[src/rtl/count_pkg.sv]
`default_nettype none
// ============================================================================
// Module      : count_pkg
// Description : Shared state encoding and default width for the counter family.
// Revision    : 1.0 - initial release
// ============================================================================
package count_pkg;

    localparam int COUNT_W = 4;

    typedef enum logic [1:0] {
        IDLE = 2'd0,
        RUN  = 2'd1,
        DONE = 2'd2
    } state_t;

endpackage
`default_nettype wire

[src/rtl/count4_down_timer.sv]
`default_nettype none
// ============================================================================
// Module      : count4_down_timer
// Description : Loadable down-counting timer with one-cycle terminal-count
//               pulse and optional auto-reload from a captured start value.
// Revision    : 1.0 - initial release
// ============================================================================
module count4_down_timer
    import count_pkg::*;
#(
    parameter int WIDTH = COUNT_W
) (
    input  logic             clk,
    input  logic             reset,
    input  logic             load,
    input  logic [WIDTH-1:0] i,
    input  logic             en,
    input  logic             auto_reload,
    output logic [WIDTH-1:0] q,
    output logic             tc,
    output logic             busy
);

    localparam logic [WIDTH-1:0] C_ZERO = '0;
    localparam logic [WIDTH-1:0] C_ONE  = {{(WIDTH-1){1'b0}}, 1'b1};

    state_t           state;
    state_t           next_state;
    logic [WIDTH-1:0] reload_reg;
    logic [WIDTH-1:0] next_reload;
    logic [WIDTH-1:0] next_q;
    logic             next_tc;

    always_ff @(posedge clk) begin
        if (reset) begin
            state      <= IDLE;
            q          <= C_ZERO;
            tc         <= 1'b0;
            busy       <= 1'b0;
            reload_reg <= C_ZERO;
        end else begin
            state      <= next_state;
            q          <= next_q;
            tc         <= next_tc;
            busy       <= (next_state == RUN);
            reload_reg <= next_reload;
        end
    end

    always_comb begin
        next_state  = state;
        next_q      = q;
        next_tc     = 1'b0;
        next_reload = reload_reg;

        if (load) begin
            next_q      = i;
            next_reload = i;
            // A zero start value expires immediately rather than running.
            if (i != C_ZERO) begin
                next_state = RUN;
            end else begin
                next_state = DONE;
                next_tc    = 1'b1;
            end
        end else begin
            case (state)
                RUN: begin
                    if (en) begin
                        if (q > C_ONE) begin
                            next_q = q - C_ONE;
                        end else begin
                            next_q     = C_ZERO;
                            next_tc    = 1'b1;
                            next_state = DONE;
                        end
                    end
                end
                DONE: begin
                    if (auto_reload && (reload_reg != C_ZERO)) begin
                        next_q     = reload_reg;
                        next_state = RUN;
                    end else begin
                        next_q     = C_ZERO;
                        next_state = IDLE;
                    end
                end
                IDLE: begin
                    next_state = IDLE;
                end
                default: begin
                    next_q     = C_ZERO;
                    next_state = IDLE;
                end
            endcase
        end
    end

endmodule
`default_nettype wire

[config.mk]
export PLATFORM = sky130hd
export DESIGN_NAME = count4_down_timer
export DESIGN_NICKNAME = d
export VERILOG_FILES = /design/src/rtl/count_pkg.sv /design/src/rtl/count4_down_timer.sv
export SDC_FILE = /design/constraint.sdc
export NUM_CORES = 1
export LEC_CHECK = 0
export CORE_MARGIN = 2
export CORE_UTILIZATION = 25
export CTS_BUF_LIST = sky130_fd_sc_hd__clkbuf_8
export CTS_CLUSTER_DIAMETER = 80
export DETAILED_ROUTE_END_ITERATION = 16
export GPL_TIMING_DRIVEN = 0
export SLEW_MARGIN = 30
export SYNTH_ARGS = -nofsm -noshare
export SYNTH_HDL_FRONTEND = slang
export SYNTH_SLANG_ARGS = --single-unit
[constraint.sdc]
create_clock -name clk -period 3.5 [get_ports clk]
set_input_delay 0.7 -clock clk [delete_from_list [all_inputs] [get_ports clk]]
set_output_delay 0.7 -clock clk [all_outputs]
set_load 0.02 [all_outputs]
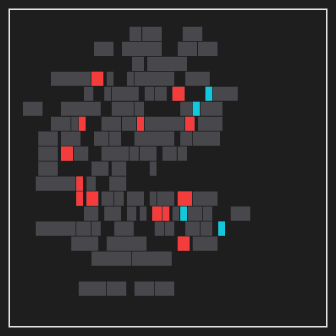
Fig. 1. Gate families picked out.
legend:
  cyan:
    family: inverters
    cells: 4
    where: center
  red:
    family: NAND gates
    cells: 13

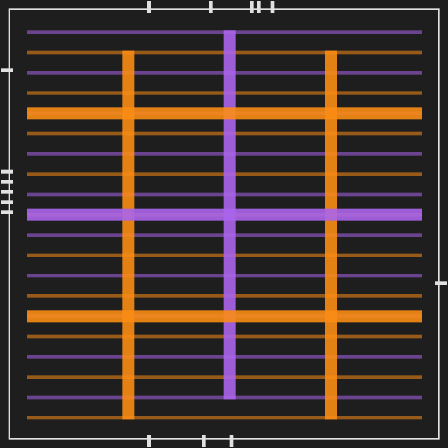
Fig. 2. Power grid.
Pins as bars on the die edge.
legend:
  orange:
    net: VSS
  purple:
    net: VDD
met1 rails: 20
met4 straps: 3

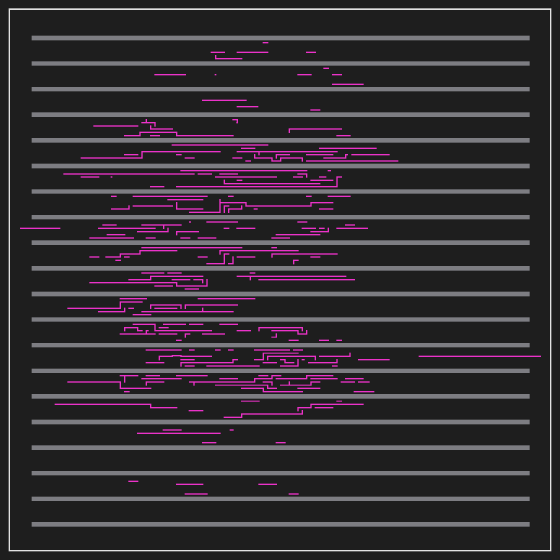
Fig. 3. The metal 1 layer.
Supply wires on this layer in gray.
longest straight run: 17.0 um
main direction: horizontal
share of all routed wire: 44%
wire length on this layer: 696 um

==> Slide: Implementation Results <==
Key Metrics from the Run

Outcome
  – Result of the run: completed

Worst setup path
  – Maximum cell stage delay along the critical path: about 650 ps
  – Critical register-to-register path endpoint: q[1]
  – Critical path class: flip-flop to output pin
  – Critical path arrival: approximately 1300 ps
  – Gate family responsible for the most delay along the worst path: buffers and inverters
  – R2R depth: 7
  – Crit path depth: 1

Synthesis
  – Area of the mapped netlist: ~700 sq um
  – Ys flops: 12
  – Portion of the post-synthesis area used by sequential elements: 33.7%
  – Top cell type's share of synthesized area: approximately a third
  – Mean instance size in the synthesized netlist: between 8 and 9 sq um

Route
  – Iteration count of the initial detailed-routing pass: 4
  – Routed met3 length: between 50 and 60 um
  – Post-detailed-route count of antenna-violating nets: 0
  – Highest layer used for signal routing: met4
  – Wire length after detailed routing: 1590 um
  – Number of vias per cell: 5.02
  – Met2 Wirelength: between 700 and 800 um

Clocking
  – TritonCTS buffer count: 3
  – Post-CTS Setup Repair Bufs: 0
  – Cts repair resizes: 0
  – CTS tree: done

Timing
  – Final Hold Fails: 0
  – Tightest Pin Transition: about 430 ps
  – Worst hold slack after final layout: between 400 and 500 ps
  – Final setup viols: 0

Floorplan
  – Die Y: 57.4 um

Global route
  – Pin count of the biggest net entering global routing: 11
  – Met2 routing resource usage after global routing: roughly 17%
  – Initial antenna violation count: 0
  – Most congested layer reported by global routing: met2
  – Wire length of the first global-routing pass: about 2600 um

Placed design
  – Worst slack after detailed placement: approximately 1300 ps
  – IO Port Bufs: 14
  – Estimated wirelength of the detail-placed design: between 1000 and 1500 um

Power and ir drop
  – Main power group: registers
  – Cell area power density: roughly 400 mW/mm^2
  – Power attributed to the clock group: 0.148 mW
  – Share of power burned in registers: about two fifths

Min path
  – Source of the worst hold timing path: reload_reg[0]
  – Hold path depth: 2
  – Class of the tightest hold or removal check: flip-flop to flip-flop

Job
  – Count of tool warnings: 29
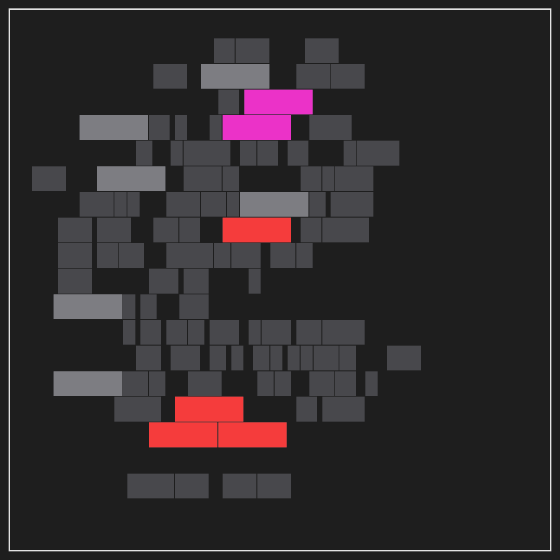
Fig. 4. Sequential cells colored by netlist name.
Other sequential cells in the stronger gray, the rest of the logic in the fainter gray.
legend:
  magenta:
    signal: state
    sequential_cells: 2
  red:
    signal: q
    sequential_cells: 4
    where: south

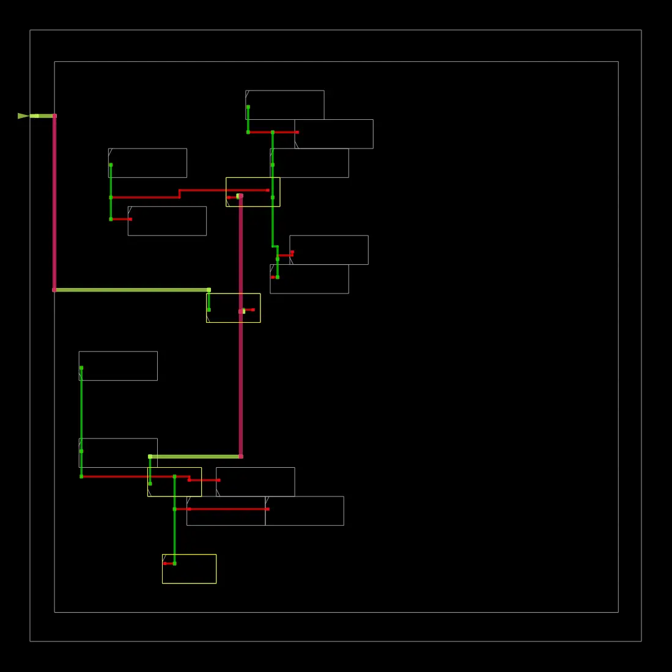
Fig. 5. Clock routing.
Flops: 12
layout clock buffer count: 4
Post-Route Skew: 2.48 ps

-- area by class of cell --
cell class	count	area, sq um
fill	278	1790
timing repair buffer	14	140
tap	31	38.8
multi-input combinational	64	444
buffer	3	12.5
clock buffer	4	55.1
sequential	12	240
inverter	4	15.0
-- synthesized netlist by cell type --
master / count
dfxtp_1: 12
a21oi_1: 6
nor2_1: 6
ha_1: 5
nand2_1: 5
a311oi_1: 4
inv_1: 4
nand2b_1: 4
o21ai_0: 4
nor2b_1: 3
or2b_1: 3
a31oi_1: 2
and3_1: 2
clkbuf_1: 2
mux2i_1: 2
nand3_1: 2
o21bai_2: 2
or4_1: 2
a21boi_0: 1
a21o_1: 1
a32oi_1: 1
a41o_1: 1
and2b_1: 1
and3_2: 1
buf_2: 1
nand3b_1: 1
nand4_1: 1
nor2b_4: 1
nor3_1: 1
or2_2: 1
xor2_1: 1
-- kinds of logic (layout without fill, tap and decap cells) --
group,count (synthesis),in the layout,synth area share [%]
and+or+nand+nor,34,34,27.9
buffers and inverters,7,25,3.87
muxes,2,2,2.81
adders and majority gates,5,5,8.79
xor gates and xnor gates,1,1,1.23
DFF,12,12,33.7
AOI/OAI and AO/OA,22,22,21.6
-- how the worst max path moves through the flow --
stage / startpoint / end
after floorplan: q[0] / q[0]
after global placement: load / q[3]
after detailed placement: load / q[3]
after CTS: q[0] / q[0]
after global routing: load / q[3]
final: q[0] / q[0]
-- through the flow --
| step | cells | utilization (%) |
|---|---|---|
| floorplan | 83 | - |
| global placement | 128 | 32.6 |
| detailed placement | 128 | 32.6 |
| CTS | 132 | 34.6 |
| global route | 132 | 34.6 |
| finish | 132 | 34.6 |
Power is estimated from default activity; no workload was simulated.
